Fig. 1: clock wires, drivers and flops
The bar under the picture is 50 µm long.
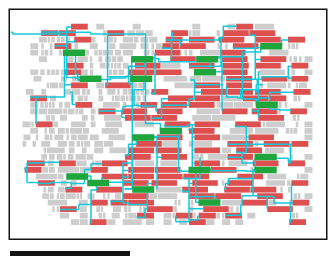
Fig. 2: a small window of the routed layout
Region (46, 9) to (86, 49) µm. Cells in gray, sequential cells in the stronger gray; small squares are vias.
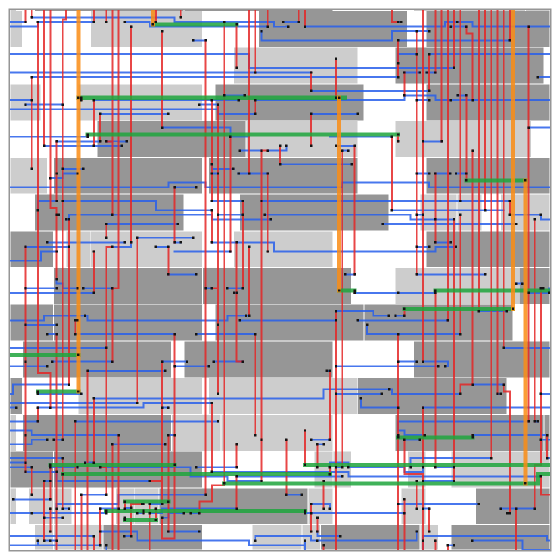
File: src/rtl/foreground_vram_writer.sv
// -----------------------------------------------------------------------------
// foreground_vram_writer
//
// Host-side write port into the foreground plane's VRAM. The host issues
// commands over a valid/ready interface: kind=0 loads the address pointer and
// the auto-increment, and kind=1 queues a data write at the current pointer,
// then advances the pointer. Queued writes sit in a small circular FIFO. They
// drain into VRAM only on cycles where the plane's fetch logic grants a free
// slot.
//
// Handshake: a command transfers at a rising edge where I_wr_valid and
// O_wr_ready are both 1. O_wr_ready depends only on registered occupancy
// (plus reset), never on I_wr_valid or I_slot_free. The host holds the command
// stable until it transfers.
//
// Ports
//   I_pxl_clk    pixel clock, all logic on its rising edge
//   I_rst        synchronous active-high reset
//   I_wr_valid   host command valid
//   O_wr_ready   command accepted when valid and ready are both 1
//   I_wr_kind    0 = set address/increment, 1 = data write
//   I_wr_addr    new pointer value (kind=0)
//   I_wr_inc     new increment 0..15 (kind=0)
//   I_wr_data    write data (kind=1)
//   I_slot_free  VRAM write slot granted this cycle
//   O_vram_we    registered write enable, one pulse per drained entry
//   O_vram_addr  registered VRAM address
//   O_vram_din   registered VRAM data
//   O_level      FIFO occupancy
//   O_busy       FIFO non-empty or a write is being presented
// -----------------------------------------------------------------------------
module foreground_vram_writer #(
  parameter int ADDR_W     = 13,
  parameter int DATA_W     = 8,
  parameter int FIFO_DEPTH = 4,
  localparam int LVL_W     = $clog2(FIFO_DEPTH) + 1
) (
  input  logic              I_pxl_clk,
  input  logic              I_rst,
  input  logic              I_wr_valid,
  output logic              O_wr_ready,
  input  logic              I_wr_kind,
  input  logic [ADDR_W-1:0] I_wr_addr,
  input  logic [3:0]        I_wr_inc,
  input  logic [DATA_W-1:0] I_wr_data,
  input  logic              I_slot_free,
  output logic              O_vram_we,
  output logic [ADDR_W-1:0] O_vram_addr,
  output logic [DATA_W-1:0] O_vram_din,
  output logic [LVL_W-1:0]  O_level,
  output logic              O_busy
);

  localparam int IDX_W   = $clog2(FIFO_DEPTH);
  localparam int ENTRY_W = ADDR_W + DATA_W;

  // Address pointer state
  logic [ADDR_W-1:0] ptr;
  logic [3:0]        inc;

  // Circular buffer. The read/write pointers carry one extra bit, so
  // full and empty are told apart by the difference alone.
  logic [ENTRY_W-1:0] mem [FIFO_DEPTH];
  logic [IDX_W:0]     wr_ptr;
  logic [IDX_W:0]     rd_ptr;
  logic [IDX_W-1:0]   wr_idx;
  logic [IDX_W-1:0]   rd_idx;

  logic [LVL_W-1:0] level;
  logic             full;
  logic             empty;
  logic             accept;
  logic             push;
  logic             pop;

  assign wr_idx = wr_ptr[IDX_W-1:0];
  assign rd_idx = rd_ptr[IDX_W-1:0];
  assign level  = wr_ptr - rd_ptr;
  assign full   = (level == LVL_W'(FIFO_DEPTH));
  assign empty  = (level == '0);

  // A full FIFO refuses all commands, including address sets. A later
  // address set can then never overtake queued data. Ready is also low
  // during the reset cycle.
  assign O_wr_ready = !full && !I_rst;
  assign accept     = I_wr_valid && O_wr_ready;
  assign push       = accept && I_wr_kind;
  // No bypass: an empty FIFO never pops, even if it is pushed this edge.
  assign pop        = !empty && I_slot_free;

  assign O_level = level;
  assign O_busy  = !empty || O_vram_we;

  always_ff @(posedge I_pxl_clk) begin
    if (I_rst) begin
      ptr         <= '0;
      inc         <= 4'd1;
      wr_ptr      <= '0;
      rd_ptr      <= '0;
      O_vram_we   <= 1'b0;
      O_vram_addr <= '0;
      O_vram_din  <= '0;
    end else begin
      if (accept) begin
        if (I_wr_kind) begin
          wr_ptr <= wr_ptr + 1'b1;
          ptr    <= ptr + ADDR_W'(inc);   // wraps modulo 2^ADDR_W
        end else begin
          ptr <= I_wr_addr;
          inc <= I_wr_inc;
        end
      end
      O_vram_we <= pop;
      if (pop) begin
        {O_vram_addr, O_vram_din} <= mem[rd_idx];
        rd_ptr <= rd_ptr + 1'b1;
      end
    end
  end

  // Storage needs no reset. Reset clears the pointers, which makes the
  // old contents unreachable.
  always_ff @(posedge I_pxl_clk) begin
    if (!I_rst && push) begin
      mem[wr_idx] <= {ptr, I_wr_data};
    end
  end

endmodule

File: config.mk
export PLATFORM = sky130hd
export DESIGN_NAME = foreground_vram_writer
export DESIGN_NICKNAME = d
export VERILOG_FILES = /design/src/rtl/foreground_vram_writer.sv
export SDC_FILE = /design/constraint.sdc
export NUM_CORES = 1
export LEC_CHECK = 0
export CORE_ASPECT_RATIO = 0.7
export CORE_MARGIN = 5
export CORE_UTILIZATION = 50
export CTS_CLUSTER_SIZE = 28
export DETAILED_ROUTE_END_ITERATION = 6
export PLACE_DENSITY_LB_ADDON = 0.05
export SETUP_SLACK_MARGIN = 0.1
export SLEW_MARGIN = 20
export SYNTH_ARGS = -nofsm -noshare
export SYNTH_HDL_FRONTEND = slang
export SYNTH_SLANG_ARGS = --single-unit
File: constraint.sdc
create_clock -name I_pxl_clk -period 2.8 [get_ports I_pxl_clk]
set_clock_uncertainty 0.1 [all_clocks]
set_input_delay 0.56 -clock I_pxl_clk [delete_from_list [all_inputs] [get_ports I_pxl_clk]]
set_output_delay 0.56 -clock I_pxl_clk [all_outputs]
set_load 0.01 [all_outputs]
==> results.json <==
{
  "stdcell_area_mm2": 0.00706,
  "grt_start_max_net_pins": 29,
  "register_name_with_the_most_flops": "mem",
  "yosysUniqueCellTypes": 41,
  "finalCriticalPeriod_ns": 2.73,
  "setup_repair_after_global_routing_missed_its_margin": "true",
  "grt_busiest_layer": "met2",
  "cts_max_path_buffers": 2,
  "clock-root-buffer": "sky130_fd_sc_hd__clkbuf_16",
  "layout.core_utilization": 0.689,
  "fp_nets": 421,
  "ys_sh_mux": 0.0948,
  "number_of_global_route_vias_before_repair": 3420,
  "groute.layer.met2.usage": 0.317,
  "grt_util_met1": 0.292,
  "worst-r2r-cell-count": 11,
  "wl_met2_mm": 5.69,
  "route.detailed.vias_per_inst": 5.54,
  "floorplan.die.height_um": 95.3,
  "worstHoldPathType": "flop to flop",
  "timing.hold.worst_path_depth": 2,
  "post-route-drc-count": 0,
  "final.hold.worst_slack_ns": 0.353,
  "die_width_um": 132,
  "cts_setup_buffers": 7,
  "cts.reportedPaths.clkPinSlew_ns": 0.06,
  "finalNetCount": 516,
  "most_frequently_used_flop_master_after_synthesis": "sky130_fd_sc_hd__edfxtp_1",
  "p_leak_nw": 2.46,
  "clock_sinks": 129,
  "post_drt_wl_per_cell_um": 19.6,
  "tritoncts.num_buffers": 17,
  "worstReg2RegEnd": "mem[2][1]",
  "timing.hold.worst.start": "O_vram_addr[12]",
  "timing.max_cap.violations": 0,
  "synth.yosys.warnings": 0,
  "ir_worst_vdd_v": 0.000749,
  "yosysTopAreaCell": "sky130_fd_sc_hd__edfxtp_1",
  "max_stage_delay_ns": 0.38,
  "hold_path_end": "O_vram_addr[12]",
  "synth_top_area_cells": "sky130_fd_sc_hd__edfxtp_1 (48%), sky130_fd_sc_hd__dfxtp_1 (17%), sky130_fd_sc_hd__mux4_2 (9.1%)",
  "power_density_mw_per_mm2": 864,
  "post_synthesis_cell_area_mm2": 0.00520,
  "met3_usage": 0.0554,
  "postSynth.asyncResetShare": 0,
  "timing.reg2reg.setup_slack_ns": 0.13,
  "top_layer_used": "met4",
  "vias": 3428,
  "crit_type": "flop to primary output",
  "global_router_s_overall_resource_usage": 0.207,
  "area_growth_syn_to_layout_pct": 35.6,
  "place.detailed.hpwl_mm": 7.13,
  "worst-path-stages": 6,
  "critical_path_arrival_ns": 2.07,
  "yosysMostFrequentCell": "sky130_fd_sc_hd__edfxtp_1",
  "crit_buf_inv": 2,
  "totalPowerFinal_mw": 6.10,
  "worstPathMaxFanout": 2,
  "cts-htree-levels": 4,
  "largest_register_ffs": 84,
  "drive_above_1_share": 0.222,
  "synth.top_cells.by_count": "sky130_fd_sc_hd__edfxtp_1 (84), sky130_fd_sc_hd__nand2_1 (62), sky130_fd_sc_hd__dfxtp_1 (45)",
  "routedLengthMet1_mm": 5.54,
  "diodes": 0,
  "syn_inst": 379,
  "core_util_floorplan": 0.508,
  "grt_pass1_wl_mm": 19.4,
  "crit_path_cell_trace": "inv_2 > ha_4 > fa_2 > xor3_2 > or3_4 > buf_6",
  "fmax_mhz": 366,
  "max-slew-margin-rel": 0.625,
  "post_synth_fa_ha_maj_area_fraction": 0.0317,
  "cell_area_reported_after_detailed_placement_mm2": 0.00608,
  "slew_at_the_pin_closest_to_its_max_slew_limit_ns": 0.555,
  "die-area_mm2": 0.0126,
  "and_or_nand_nor_area_frac": 0.0880,
  "area_of_the_core_mm2": 0.0102,
  "ys.flops": 129,
  "timing.final.hold_violations": 0,
  "io_buffers": 56,
  "iter_0_drt_violations": 305,
  "antenna_violating_nets_post_route": 0,
  "final-setup-viol-count": 0,
  "warnings": 32,
  "path_delay_family": "adder cells",
  "synth.yosys.seq_area_share": 0.658,
  "yosys.area.top_type_share": 0.485,
  "cp_data_required_time_ns": 2.14,
  "outcome": "complete, no violations",
  "synth-edff-count": 84,
  "timing.final.max_slew_violations": 0,
  "reg2reg_from": "wr_ptr[0]",
  "postCtsResizedCells": 39,
  "synth-compound-area-share": 0.0931,
  "synthXorXnorAreaFrac": 0.0149,
  "design.portCount": 57,
  "ys_top_logic_family": "multiplexers",
  "grt_antenna_before_repair": 0,
  "top_flop_regs": "mem: 84 flops, O_vram_addr: 13 flops, ptr: 13 flops",
  "postCtsHoldBufs": 0,
  "globalplace.congestion": 0.814,
  "finalClockPeriodUsage": 0.976,
  "critical_path.slowest_cell": "sky130_fd_sc_hd__or3_4",
  "num_rows": 31,
  "yosys-stat-area_mm2": 0.00520,
  "wl_mm": 12.1,
  "timing.critical_path.from_type": "flop",
  "yosys_cells": 379,
  "firstDrtPassIters": 5,
  "cp-end-kind": "primary output",
  "clock_tree_from_tritoncts": "built",
  "met3_length_um": 715,
  "grt_overflow": 0,
  "average_cell_area_after_synthesis_um2": 13.7
}
## Picture notes: Fig. 1
[green] cells driving clock nets | count: 17
[red] flip-flops | count: 129
[cyan] clock wires | length: 1510 µm
flops lie: spread over the die
portion of total power attributed to the clock network: 0.351
clk ins delay skew pair: 0.41 ns
power attributed to the clock group: 2.14 mW

## Picture notes: Fig. 2
| color | layer |
|---|---|
| green | met3 |
| orange | met4 |
| blue | met1 |
| red | met2 |
sequential cells in the window: 28
most frequent: edfxtp_1 (25), nand2_1 (8), clkbuf_16 (5)
netlist names of flops here include: mem (25), O_vram_din (2)
cells with their middle in the window: 58

==> worst register-to-register path, delay by kind of cell, from the launching register on <==
family	cells	cell delay, ns
xor+xnor	1	0.27
fa+ha+maj	2	0.49
compound gates	1	0.23
buf+inv	5	0.54
simple gates	2	0.41
flops	1	0.33
==> worst max path at each step <==
| stage | start | endpoint | slack [ns] |
|---|---|---|---|
| after floorplan | wr_ptr[0] | mem[0][0] | 0.05 |
| after global placement | wr_ptr[0] | O_busy | 0.04 |
| after detailed placement | wr_ptr[0] | O_busy | 0.007 |
| after CTS | wr_ptr[0] | O_busy | -0.10 |
| after global routing | wr_ptr[0] | O_busy | 0.02 |
| final | wr_ptr[0] | O_busy | 0.07 |
==> power breakdown <==
part	internal (mW)	switching, mW
Combinational	0.823	0.799
Sequential	2.21	0.121
Clock	1.34	0.806
Total	4.37	1.73
==> layout make-up <==
class,count,area [µm²]
Inverter,8,33.8
Multi-Input combinational cell,224,1740
Fill cell,716,3180
Timing Repair Buffer,94,1120
Sequential cell,129,3420
Clock buffer,20,447
Tap cell,132,165
Clock inverter,12,133
==> stage by stage <==
stage | std cells | setup slack (ns) | setup TNS (ns)
6_report | 619 | 0.0669 | 0
5_1_grt | 619 | 0.0212 | 0
4_1_cts | 617 | -0.103 | -1.99
3_5_place_dp | 570 | 0.00728 | 0
3_3_place_gp | 570 | 0.0419 | 0
2_1_floorplan | 379 | 0.0516 | 0
==> cell usage in the layout, fill, tap and decap left out, drive strengths merged, types with 5 or more instances in the layout <==
master	synthesis	routed
a211oi	5	5
a21oi	40	40
a31oi	5	5
and3	5	5
buf	3	41
clkbuf	15	20
clkdlybuf4s50	0	52
dfxtp	45	45
edfxtp	84	84
ha	10	10
inv	8	10
mux4	21	21
nand2	62	62
nand3	5	5
nor2	11	11
nor2b	5	5
o21ai	17	17
No activity file was given, so power comes from the tool's default toggle rates.
